### Routed metal, one colour a layer

Scale bar: 20 um. Only two layers are drawn.
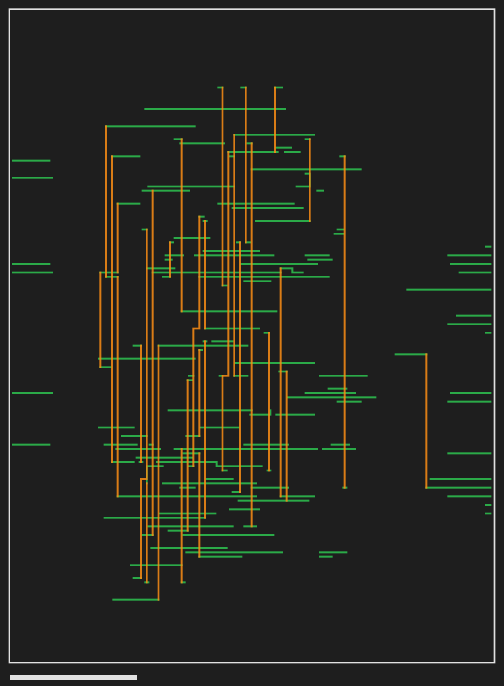
### Wire density map

15 x 21 tiles, from white (low) to dark blue (high), scaled to the fullest tile. Values are wire area over tile area, all layers added.
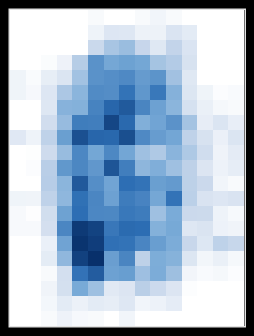
`config.mk`:
```
export PLATFORM = sky130hd
export DESIGN_NAME = alu
export DESIGN_NICKNAME = d
export VERILOG_FILES = /design/src/rtl/alu.sv
export SDC_FILE = /design/constraint.sdc
export NUM_CORES = 1
export LEC_CHECK = 0
export CORE_ASPECT_RATIO = 1.4
export CORE_MARGIN = 5
export CORE_UTILIZATION = 40
export CTS_CLUSTER_SIZE = 16
export DETAILED_ROUTE_END_ITERATION = 8
export GPL_ROUTABILITY_DRIVEN = 0
export GPL_TIMING_DRIVEN = 0
export REMOVE_ABC_BUFFERS = 1
export SYNTH_ARGS = -nofsm -noshare
export SYNTH_HDL_FRONTEND = slang
export SYNTH_SLANG_ARGS = --single-unit
```
`constraint.sdc`:
```
create_clock -name clk -period 1.15 [get_ports clk]
set_clock_uncertainty 0.1 [all_clocks]
set_input_delay 0.115 -clock clk [delete_from_list [all_inputs] [get_ports clk]]
set_output_delay 0.115 -clock clk [all_outputs]
set_load 0.02 [all_outputs]
```
`src/rtl/alu.sv`:
```
// 8-bit ALU: combinational operation core feeding a registered result and
// carry/zero/negative/overflow status for writeback and branch logic.
module alu #(
    parameter int WIDTH = 8
) (
    input  logic             clk,
    input  logic             rst_n,
    input  logic [WIDTH-1:0] a,
    input  logic [WIDTH-1:0] b,
    input  logic [3:0]       alu_sel,
    output logic [WIDTH-1:0] alu_out,
    output logic             carry,
    output logic             zero,
    output logic             negative,
    output logic             overflow
);

    typedef enum logic [3:0] {
        OP_ADD  = 4'h0,
        OP_SUB  = 4'h1,
        OP_AND  = 4'h2,
        OP_OR   = 4'h3,
        OP_XOR  = 4'h4,
        OP_NAND = 4'h5,
        OP_NOR  = 4'h6,
        OP_XNOR = 4'h7,
        OP_SHL  = 4'h8,
        OP_SHR  = 4'h9,
        OP_ROL  = 4'hA,
        OP_ROR  = 4'hB,
        OP_INC  = 4'hC,
        OP_DEC  = 4'hD,
        OP_NOT  = 4'hE,
        OP_PASS = 4'hF
    } op_t;

    localparam logic [WIDTH-1:0] ALL_ONES = '1;
    localparam logic [WIDTH-1:0] ONE      = WIDTH'(1);
    localparam logic [WIDTH-1:0] MSB_ONLY = {1'b1, {(WIDTH-1){1'b0}}};
    localparam logic [WIDTH-1:0] MAX_POS  = {1'b0, {(WIDTH-1){1'b1}}};

    logic [WIDTH:0]   w_sum;
    logic [WIDTH:0]   w_diff;
    logic [WIDTH-1:0] w_result;
    logic             w_carry;
    logic             w_overflow;
    op_t              w_op;

    logic [WIDTH-1:0] r_result;
    logic             r_carry;
    logic             r_zero;
    logic             r_negative;
    logic             r_overflow;

    // The extra top bit of the 9-bit difference is the unsigned borrow (a < b).
    assign w_sum  = {1'b0, a} + {1'b0, b};
    assign w_diff = {1'b0, a} - {1'b0, b};
    assign w_op   = op_t'(alu_sel);

    always_comb begin
        w_result   = '0;
        w_carry    = 1'b0;
        w_overflow = 1'b0;
        case (w_op)
            OP_ADD: begin
                w_result   = w_sum[WIDTH-1:0];
                w_carry    = w_sum[WIDTH];
                w_overflow = (a[WIDTH-1] == b[WIDTH-1]) && (w_sum[WIDTH-1] != a[WIDTH-1]);
            end
            OP_SUB: begin
                w_result   = w_diff[WIDTH-1:0];
                w_carry    = w_diff[WIDTH];
                w_overflow = (a[WIDTH-1] != b[WIDTH-1]) && (w_diff[WIDTH-1] != a[WIDTH-1]);
            end
            OP_AND:  w_result = a & b;
            OP_OR:   w_result = a | b;
            OP_XOR:  w_result = a ^ b;
            OP_NAND: w_result = ~(a & b);
            OP_NOR:  w_result = ~(a | b);
            OP_XNOR: w_result = ~(a ^ b);
            OP_SHL: begin
                w_result = {a[WIDTH-2:0], 1'b0};
                w_carry  = a[WIDTH-1];
            end
            OP_SHR: begin
                w_result = {1'b0, a[WIDTH-1:1]};
                w_carry  = a[0];
            end
            OP_ROL: begin
                w_result = {a[WIDTH-2:0], a[WIDTH-1]};
                w_carry  = a[WIDTH-1];
            end
            OP_ROR: begin
                w_result = {a[0], a[WIDTH-1:1]};
                w_carry  = a[0];
            end
            OP_INC: begin
                w_result   = a + ONE;
                w_carry    = (a == ALL_ONES);
                w_overflow = (a == MAX_POS);
            end
            OP_DEC: begin
                w_result   = a - ONE;
                w_carry    = (a == '0);
                w_overflow = (a == MSB_ONLY);
            end
            OP_NOT:  w_result = ~a;
            OP_PASS: w_result = a;
            default: w_result = '0;
        endcase
    end

    // Flags are taken from the same combinational result that is being captured.
    always_ff @(posedge clk or negedge rst_n) begin
        if (!rst_n) begin
            r_result   <= '0;
            r_carry    <= 1'b0;
            r_zero     <= 1'b0;
            r_negative <= 1'b0;
            r_overflow <= 1'b0;
        end else begin
            r_result   <= w_result;
            r_carry    <= w_carry;
            r_zero     <= (w_result == '0);
            r_negative <= w_result[WIDTH-1];
            r_overflow <= w_overflow;
        end
    end

    assign alu_out  = r_result;
    assign carry    = r_carry;
    assign zero     = r_zero;
    assign negative = r_negative;
    assign overflow = r_overflow;

endmodule

```
==> results.toml <==
# implementation run metrics
[flow_run]
tool_warnings = 43
cap_violations = 0

[synth]
synthTopCellsByArea = "ha_1 13%, dfrtp_1 11%, a21oi_1 5.1%, nor2_1 4.1%, inv_1 3.9%"
synthAdderAreaFrac = 0.143
syn_area_um2 = 2470
top_cell = "nor2_1"
top_area_frac = 0.127
ys_sh_aoi = 0.282
ys_top_cells_by_count = "27 x nor2_1, 26 x inv_1, 25 x a21oi_1, 25 x ha_1, 16 x nand2_1"
yosys_area_um2 = 2470
synth_flops = 11
simple_gate_share = 0.269
ys_sh_xor = 0.0461
synthArstFlopShare = 1.00

[cells_and_area]
fillers = 501
regArea_um2 = 275
antenna_cells = 0

[sta]
rsz0062_at_grt = "yes"
setup_tns_ps = -8010
finalCritPeriodShare = 2.29
hold_viol_final = 0
setup_viol_count_final = 11
relSlewSlack = 0.649
finalCriticalPeriod_ps = 2640
layout_setup_ws_ps = -1490

[power]
combPwrFrac = 0.686
maxPowerGroup = "combinational logic"
p_comb_w = 0.00178
peakVddDrop_mv = 0.360
powerSeq_w = 0.000448
pwr.group.clock_w = 0.000370
p_int_w = 0.00152
swShare = 0.416
p_per_area_nw_per_um2 = 658
seq_power_share = 0.172
power_leakage_nw = 1.61

[clocking]
post_cts_buffers = 27
cts_tree = "done"
clkTransAtPathRegs_ps = 50
htree_levels = 1
cts_buffer_depth = 2
cts_hold_buf = 0
clock_sinks = 11

[worst_setup_path]
crit_start = "alu_sel[1]"
cp-endpoint = "zero"
crit_chain = "buf_12 -> and4b_4 -> xnor2_2 -> ha_2 -> or4_4 -> mux2i_1 -> xnor2_1 -> nor2_1 -> o31a_1 -> or4b_4 -> nor4_4"
cp_max_fo = 2
critical-path-top-delay-family = "simple AND/OR/NAND/NOR gates"
end_kind = "register"
crit_required_ps = 1190
crit_buf_inv = 1
worstSetupStartpointType = "input pin"

[die]
fp.coreArea_um2 = 6130
dieHeight_um = 103
rows = 34
initial_core_util = 0.404
io_pins = 34

[global_route]
antenna_found_initial = 0
grt_busiest_layer = "met2"
grt_pass1_vias = 3005
grt.met1_usage = 0.266
grt_pass1_wl_um = 15500

[detailed_routing]
viasPerCell = 6.70
wl_met3_um = 831
top_layer = "met4"
antenna_left = 0
dr_wl_met2_um = 4860

[placed_design]
dp_slack_ps = -3540
numPortBuffers = 33
placedCellCount = 410

[run_status]
status = "finished, violations left"
violations = "setup timing"

[worst_hold_path]
hold_class = "input pin to asynchronous set/reset pin"
About 'Routed metal, one colour a layer':
legend:
  metal 4:
    colour: orange
    wire_length: 930 um
  metal 3:
    colour: green
    wire_length: 832 um

About 'Wire density map':
mean over tiles: 0.23
fullest tile: 0.81
nearly empty tiles: 24%
tiles over half the peak: 27%
final WL: 10200 um
drt wl/cell: 22.2 um
total number of vias: 3068

state kept, by name, summed over array words and instances, names as in the netlist:
name,flops
negative,1
zero,1
alu_out,7
overflow,1
carry,1
cell type report:
type                    instances  area share
clock buffers                   4      0.0114
inverters                      27      0.0354
multi-input cells             267       0.623
flip-flops and latches         11      0.0696
well taps                      72      0.0228
repair buffers                 77       0.238
logic make-up (layout without fill, tap and decap cells):
| family | Yosys count | in the layout |
|---|---|---|
| mux | 10 | 10 |
| buf+inv | 55 | 108 |
| simple gates | 116 | 116 |
| compound gates | 101 | 101 |
| fa+ha+maj | 27 | 27 |
| flops | 11 | 11 |
| xor+xnor | 13 | 13 |
through the flow:
stage               cell area (um2)  hold slack (ps)
floorplan                      2320             -281
finish                         3960              105
global placement               2740              358
CTS                            3660              115
global route                   3960              156
detailed placement             2730              365
